Where the registers sit:
Drawn at 3 px/um.
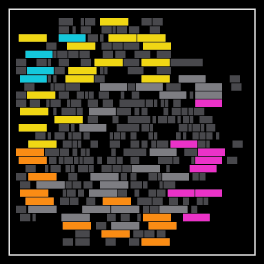
Wires at chosen ports, followed through buffers:
Drawn at 6 px/um.
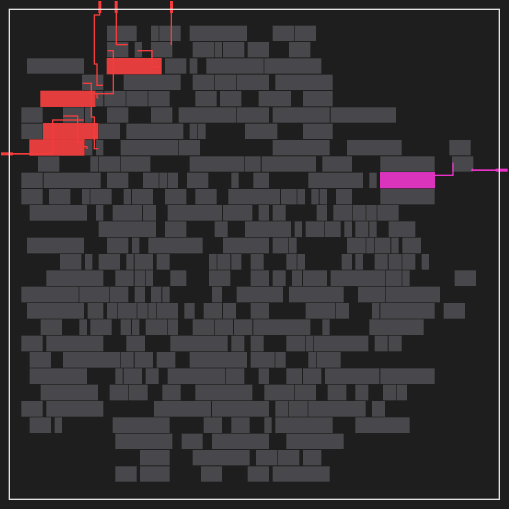
## src/rtl/seg7_scan_decoder_if.sv

```systemverilog
// Bus bundle between a scanned active-low 7-segment display and its decoder.
// The master drives the segment/anode lines; the slave returns the decoded digits.
interface seg7_scan_decoder_if #(
   parameter int DIGITS = 4
);
   localparam int IDX_W = (DIGITS > 1) ? $clog2(DIGITS) : 1;

   logic [6:0]          seg_n;
   logic [DIGITS-1:0]   an_n;
   logic [4*DIGITS-1:0] bcd_out;
   logic [DIGITS-1:0]   digit_valid;
   logic                err;
   logic [IDX_W-1:0]    err_digit;
   logic                frame_done;

   modport master (
      output seg_n, an_n,
      input  bcd_out, digit_valid, err, err_digit, frame_done
   );

   modport slave (
      input  seg_n, an_n,
      output bcd_out, digit_valid, err, err_digit, frame_done
   );
endinterface

```

## src/rtl/seg7_scan_decoder.sv

```systemverilog
// Reconstructs per-digit BCD values from a multiplexed active-low 7-segment bus.
// Define SEG7_SYNC_EN to put a two-flop synchronizer on the inputs (else one register).
module seg7_scan_decoder #(
   parameter int DIGITS        = 4,
   parameter int STABLE_CYCLES = 4
) (
   input logic                clk,
   input logic                rst,
   seg7_scan_decoder_if.slave bus
);
   localparam int IDX_W = (DIGITS > 1) ? $clog2(DIGITS) : 1;
   localparam int SW    = DIGITS + 7;
   localparam logic [7:0] STABLE = 8'(STABLE_CYCLES);

   typedef enum logic [1:0] {IDLE, TRACK, HOLD} state_t;

   function automatic logic [3:0] decode_seg(input logic [6:0] seg);
      logic [3:0] code;
      case (seg)
         7'b1000000: code = 4'd0;
         7'b1111001: code = 4'd1;
         7'b0100100: code = 4'd2;
         7'b0110000: code = 4'd3;
         7'b0011001: code = 4'd4;
         7'b0010010: code = 4'd5;
         7'b0000010: code = 4'd6;
         7'b1011000: code = 4'd7;
         7'b0000000: code = 4'd8;
         7'b0011000: code = 4'd9;
         7'b1111111: code = 4'hF;
         default:    code = 4'hE;
      endcase
      return code;
   endfunction

   // Input stage: reset to all ones so the first samples look like an idle bus
   logic [SW-1:0] s_d, s_q;
   assign s_d = {bus.an_n, bus.seg_n};

`ifdef SEG7_SYNC_EN
   logic [SW-1:0] meta_q;
   always_ff @(posedge clk or posedge rst) begin
      if (rst) begin
         meta_q <= '1;
         s_q    <= '1;
      end else begin
         meta_q <= s_d;
         s_q    <= meta_q;
      end
   end
`else
   always_ff @(posedge clk or posedge rst) begin
      if (rst) s_q <= '1;
      else     s_q <= s_d;
   end
`endif

   state_t              state_d, state_q;
   logic [SW-1:0]       prev_d, prev_q;
   logic [7:0]          cnt_d, cnt_q;
   logic [4*DIGITS-1:0] bcd_d, bcd_q;
   logic [DIGITS-1:0]   valid_d, valid_q;
   logic [DIGITS-1:0]   seen_d, seen_q;
   logic                err_d, err_q;
   logic                frame_d, frame_q;
   logic [IDX_W-1:0]    err_digit_d, err_digit_q;

   logic [DIGITS-1:0] an_low;
   logic              qual, same, commit;
   logic [IDX_W-1:0]  idx;
   logic [3:0]        code;

   assign an_low = ~s_q[SW-1:7];
   // Exactly one anode low: nonzero and a power of two
   assign qual   = (an_low != '0) && ((an_low & (an_low - DIGITS'(1))) == '0);
   assign same   = (s_q == prev_q);
   assign code   = decode_seg(s_q[6:0]);
   assign prev_d = s_q;

   always_comb begin
      idx = '0;
      for (int i = 0; i < DIGITS; i++) begin
         if (an_low[i]) idx = IDX_W'(i);
      end
   end

   always_comb begin
      cnt_d = cnt_q;
      if (!qual)                cnt_d = 8'd0;
      else if (!same)           cnt_d = 8'd1;
      else if (cnt_q < STABLE)  cnt_d = cnt_q + 8'd1;
   end

   always_comb begin
      state_d = state_q;
      commit  = 1'b0;
      case (state_q)
         IDLE:  if (qual) state_d = TRACK;
         TRACK: begin
            if (!qual) state_d = IDLE;
            else if (same && cnt_q != STABLE && cnt_d == STABLE) begin
               commit  = 1'b1;
               state_d = HOLD;
            end
         end
         HOLD: begin
            if (!qual)      state_d = IDLE;
            else if (!same) state_d = TRACK;
         end
         default: state_d = IDLE;
      endcase
   end

   always_comb begin
      bcd_d       = bcd_q;
      valid_d     = valid_q;
      seen_d      = seen_q;
      err_d       = 1'b0;
      frame_d     = 1'b0;
      err_digit_d = err_digit_q;
      if (commit) begin
         bcd_d[idx*4 +: 4] = code;
         valid_d[idx]      = (code <= 4'd9);
         if (code == 4'hE) begin
            err_d       = 1'b1;
            err_digit_d = idx;
         end
         seen_d[idx] = 1'b1;
         // The completing digit is not carried into the next frame
         if (seen_d == '1) begin
            frame_d = 1'b1;
            seen_d  = '0;
         end
      end
   end

   always_ff @(posedge clk or posedge rst) begin
      if (rst) begin
         state_q     <= IDLE;
         prev_q      <= '1;
         cnt_q       <= 8'd0;
         bcd_q       <= '1;
         valid_q     <= '0;
         seen_q      <= '0;
         err_q       <= 1'b0;
         frame_q     <= 1'b0;
         err_digit_q <= '0;
      end else begin
         state_q     <= state_d;
         prev_q      <= prev_d;
         cnt_q       <= cnt_d;
         bcd_q       <= bcd_d;
         valid_q     <= valid_d;
         seen_q      <= seen_d;
         err_q       <= err_d;
         frame_q     <= frame_d;
         err_digit_q <= err_digit_d;
      end
   end

   assign bus.bcd_out     = bcd_q;
   assign bus.digit_valid = valid_q;
   assign bus.err         = err_q;
   assign bus.err_digit   = err_digit_q;
   assign bus.frame_done  = frame_q;
endmodule

```

## src/flat_wrapper.sv

```systemverilog
// flat-port wrapper written by rule: the top's interface ports become plain ports
module seg7_scan_decoder_flat 
#(
   parameter int DIGITS        = 4,
   parameter int STABLE_CYCLES = 4
)
  (clk, rst, bus_seg_n, bus_an_n, bus_bcd_out, bus_digit_valid, bus_err, bus_err_digit, bus_frame_done);
  seg7_scan_decoder_if #(.DIGITS(DIGITS)) bus_i ();
  input logic clk;
  input logic rst;
  input wire logic [$bits(bus_i.seg_n)-1:0] bus_seg_n;
  input wire logic [$bits(bus_i.an_n)-1:0] bus_an_n;
  output wire logic [$bits(bus_i.bcd_out)-1:0] bus_bcd_out;
  output wire logic [$bits(bus_i.digit_valid)-1:0] bus_digit_valid;
  output wire logic [$bits(bus_i.err)-1:0] bus_err;
  output wire logic [$bits(bus_i.err_digit)-1:0] bus_err_digit;
  output wire logic [$bits(bus_i.frame_done)-1:0] bus_frame_done;
  assign bus_i.seg_n = bus_seg_n;
  assign bus_i.an_n = bus_an_n;
  assign bus_bcd_out = bus_i.bcd_out;
  assign bus_digit_valid = bus_i.digit_valid;
  assign bus_err = bus_i.err;
  assign bus_err_digit = bus_i.err_digit;
  assign bus_frame_done = bus_i.frame_done;
  seg7_scan_decoder #(.DIGITS(DIGITS), .STABLE_CYCLES(STABLE_CYCLES)) u_core (.clk(clk), .rst(rst), .bus(bus_i));
endmodule
```

## config.mk

```make
export PLATFORM = sky130hd
export DESIGN_NAME = seg7_scan_decoder_flat
export DESIGN_NICKNAME = d
export VERILOG_FILES = /design/src/rtl/seg7_scan_decoder_if.sv /design/src/rtl/seg7_scan_decoder.sv /design/src/flat_wrapper.sv
export SDC_FILE = /design/constraint.sdc
export NUM_CORES = 1
export LEC_CHECK = 0
export CAP_MARGIN = 20
export CORE_MARGIN = 1.5
export CORE_UTILIZATION = 46
export DETAILED_ROUTE_END_ITERATION = 12
export PLACE_DENSITY = 0.76
export SKIP_LAST_GASP = 1
export SLEW_MARGIN = 20
export SYNTH_ARGS = -nofsm -noshare
export SYNTH_HDL_FRONTEND = slang
export SYNTH_SLANG_ARGS = --single-unit
export TNS_END_PERCENT = 5
```

## constraint.sdc

```tcl
create_clock -name clk -period 5.3 [get_ports clk]
set_input_delay 1.06 -clock clk [delete_from_list [all_inputs] [get_ports clk]]
set_output_delay 1.06 -clock clk [all_outputs]
set_load 0.02 [all_outputs]
```

==> impl_metrics.env <==
# yosys + openroad results
export IMPL_status="completed"
export IMPL_path_cells="inv_1, ha_1, nor4_1, a22oi_1, or3_1, nor4_4, mux2_4"
export IMPL_global_route_met1_utilization_pct=25.7
export IMPL_antenna_diode_count=0
export IMPL_remaining_drc_errors=0
export IMPL_leakagePower_nw=1.29
export IMPL_mux_area_share_pct=8.93
export IMPL_seq_area_share_pct=45.2
export IMPL_dieArea_um2=6630
export IMPL_first_global_vias=1897
export IMPL_cts_root_buffer_cell="sky130_fd_sc_hd__clkbuf_8"
export IMPL_yosysUniqueCellTypes=54
export IMPL_area_share_clock_buf_inv_pct=6.03
export IMPL_worst_hold_slack_ns=0.404
export IMPL_seq_power_share_pct=50.9
export IMPL_edff_count_synth=0
export IMPL_synth_flop_count=60
export IMPL_clockBufferCount=15
export IMPL_detail_route_wl_per_cell_um=15.2
export IMPL_worst_ir_drop_vdd_mv=0.206
export IMPL_ys_cells=238
export IMPL_die_height_um=81.4
export IMPL_routed_top_layer="met4"
export IMPL_initCoreUtil_pct=47.8
export IMPL_timing_final_max_slew_violations=0
export IMPL_mean_post_synth_cell_area_um2=11.9
export IMPL_critical_path_peak_fanout=8
export IMPL_numCtsBuffers=9
export IMPL_p_sw_share_pct=21.6
export IMPL_synth_chip_area_um2=2830
export IMPL_dr_first_iter_drc_count=161
export IMPL_fillers=490
export IMPL_power_top_consumer="registers"
export IMPL_clock_tree_htree_level_count=3
export IMPL_cts_setup_buffers=0
export IMPL_drt_vias_per_instance=5.34
export IMPL_powerClk_mw=0.422
export IMPL_post_synth_and_or_nand_nor_area_fraction_pct=16.2
export IMPL_power_switching_mw=0.209
export IMPL_synth_xor_xnor_area_share_pct=4.95
export IMPL_postSynthNetCount=253
export IMPL_leading_register_cell_type_out_of_synthesis="sky130_fd_sc_hd__dfstp_2"
export IMPL_timing_max_slew_rel_slack_pct=49.3
export IMPL_top_area_cell_class="sequential cells"
export IMPL_clock_transition_at_the_register_clock_pins_on_the_worst_setup_and_hold_paths_after_cts_ns=0.06
export IMPL_critical_path_startpoint_type="flop"
-- 'where the registers sit' (at the start) --
`u_core.bus.digit_valid` -> cyan  # flops 4, where upper left
`u_core.bus.bcd_out` -> yellow  # flops 16
`u_core.prev_d` -> orange  # flops 11
`u_core.cnt_q` -> magenta  # flops 8

-- 'wires at chosen ports, followed through buffers' (at the start) --
`bus_digit_valid` -> red  # bits 4, direction output, edge 3 top, 1 left, end cells 4, buffers 4, wire 86.2 um
`bus_err` -> magenta  # bits 1, direction output, edge right, end cells 1, buffers 1, wire 9.40 um
IO buf count: 36
Boundary Pins: 37

-- cell usage after synthesis (all sizes together), types with 4 or more instances --
cell	number	area share, %
dfstp	38	35
inv	23	3.1
dfrtp	22	19
mux2i	17	6.0
xnor2	16	5.0
nor2	11	1.5
nand2	9	1.2
buf	8	1.9
nor4	8	3.4
and2	7	1.5
mux2	6	2.9
nand3	6	1.1
o21ai	6	1.1
clkbuf	5	0.66
nor3	5	0.88
nand4	4	0.88
o21a	4	1.1
-- layout by cell type (no fill, tap or decap), drive strengths merged, types with 2 or more instances in the layout --
cell type | netlist | layout
nand3 | 6 | 6
and2 | 7 | 7
o2111ai | 2 | 2
nand4 | 4 | 4
o21ai | 6 | 6
or4 | 2 | 2
dfrtp | 22 | 22
mux2i | 17 | 17
o21a | 4 | 4
or3 | 3 | 3
nand2 | 9 | 9
o21ba | 3 | 3
ha | 2 | 2
clkbuf | 5 | 15
nor4 | 8 | 8
mux2 | 6 | 6
clkdlybuf4s50 | 0 | 36
nor2 | 11 | 11
dfstp | 38 | 38
nand4b | 2 | 2
nor4b | 2 | 2
nand2b | 3 | 3
nor3 | 5 | 5
a21oi | 3 | 3
inv | 23 | 23
xnor2 | 16 | 16
-- kinds of logic (layout without fill, tap and decap cells) --
family	Yosys count	count (layout)
adder cells (fa/ha/maj)	2	2
AND-OR/OR-AND	32	32
AND/OR/NAND/NOR	69	69
flip-flops	60	60
buffers and inverters	36	76
multiplexers	23	23
XOR/XNOR	16	16
-- path summary, 6_finish.rpt --
path	slack [ns]	startpoint	end	cells past startpoint
min in group asynchronous	1.08	rst	u_core.bus.digit_valid[2]$_DFFE_PP0P_	2
worst min-delay path	0.40	u_core.prev_d[7]$_DFF_PP1_	u_core.prev_q[7]$_DFF_PP1_	0
max in group asynchronous	3.37	rst	u_core.prev_d[1]$_DFF_PP1_	3
worst min register to register	0.40	u_core.prev_d[7]$_DFF_PP1_	u_core.prev_q[7]$_DFF_PP1_	0
worst max-delay path	2.56	u_core.cnt_q[0]$_DFF_PP0_	u_core.bus.bcd_out[2]$_DFFE_PP1P_	7
worst max register to register	2.56	u_core.cnt_q[0]$_DFF_PP0_	u_core.bus.bcd_out[2]$_DFFE_PP1P_	7
-- worst max-delay path: cells and delay by family (launching register included) --
kind                       cells  cell delay [ns]
AOI/OAI and AO/OA              1             0.14
adders and majority gates      1             0.31
buffers and inverters          1             0.08
DFF                            1             0.39
muxes                          1             0.35
and+or+nand+nor                3             1.40
-- through the flow --
stage | setup WS [ns] | power, mW | instances
floorplan | 2.68 | 0.534 | 238
global placement | 2.64 | 0.550 | 337
detailed placement | 2.56 | 0.552 | 337
CTS | 2.55 | 0.978 | 353
global route | 2.31 | 1.01 | 353
finish | 2.56 | 0.967 | 353
-- flip-flops by register name (all words and copies together) (netlist names), 2 cells and up --
| register | flops |
|---|---|
| u_core.seen_q | 4 |
| u_core.state_q | 2 |
| u_core.prev_q | 11 |
| u_core.bus.bcd_out | 16 |
| u_core.cnt_q | 8 |
| u_core.bus.err_digit | 2 |
| u_core.prev_d | 11 |
| u_core.bus.digit_valid | 4 |
No activity file was given, so power comes from the tool's default toggle rates.
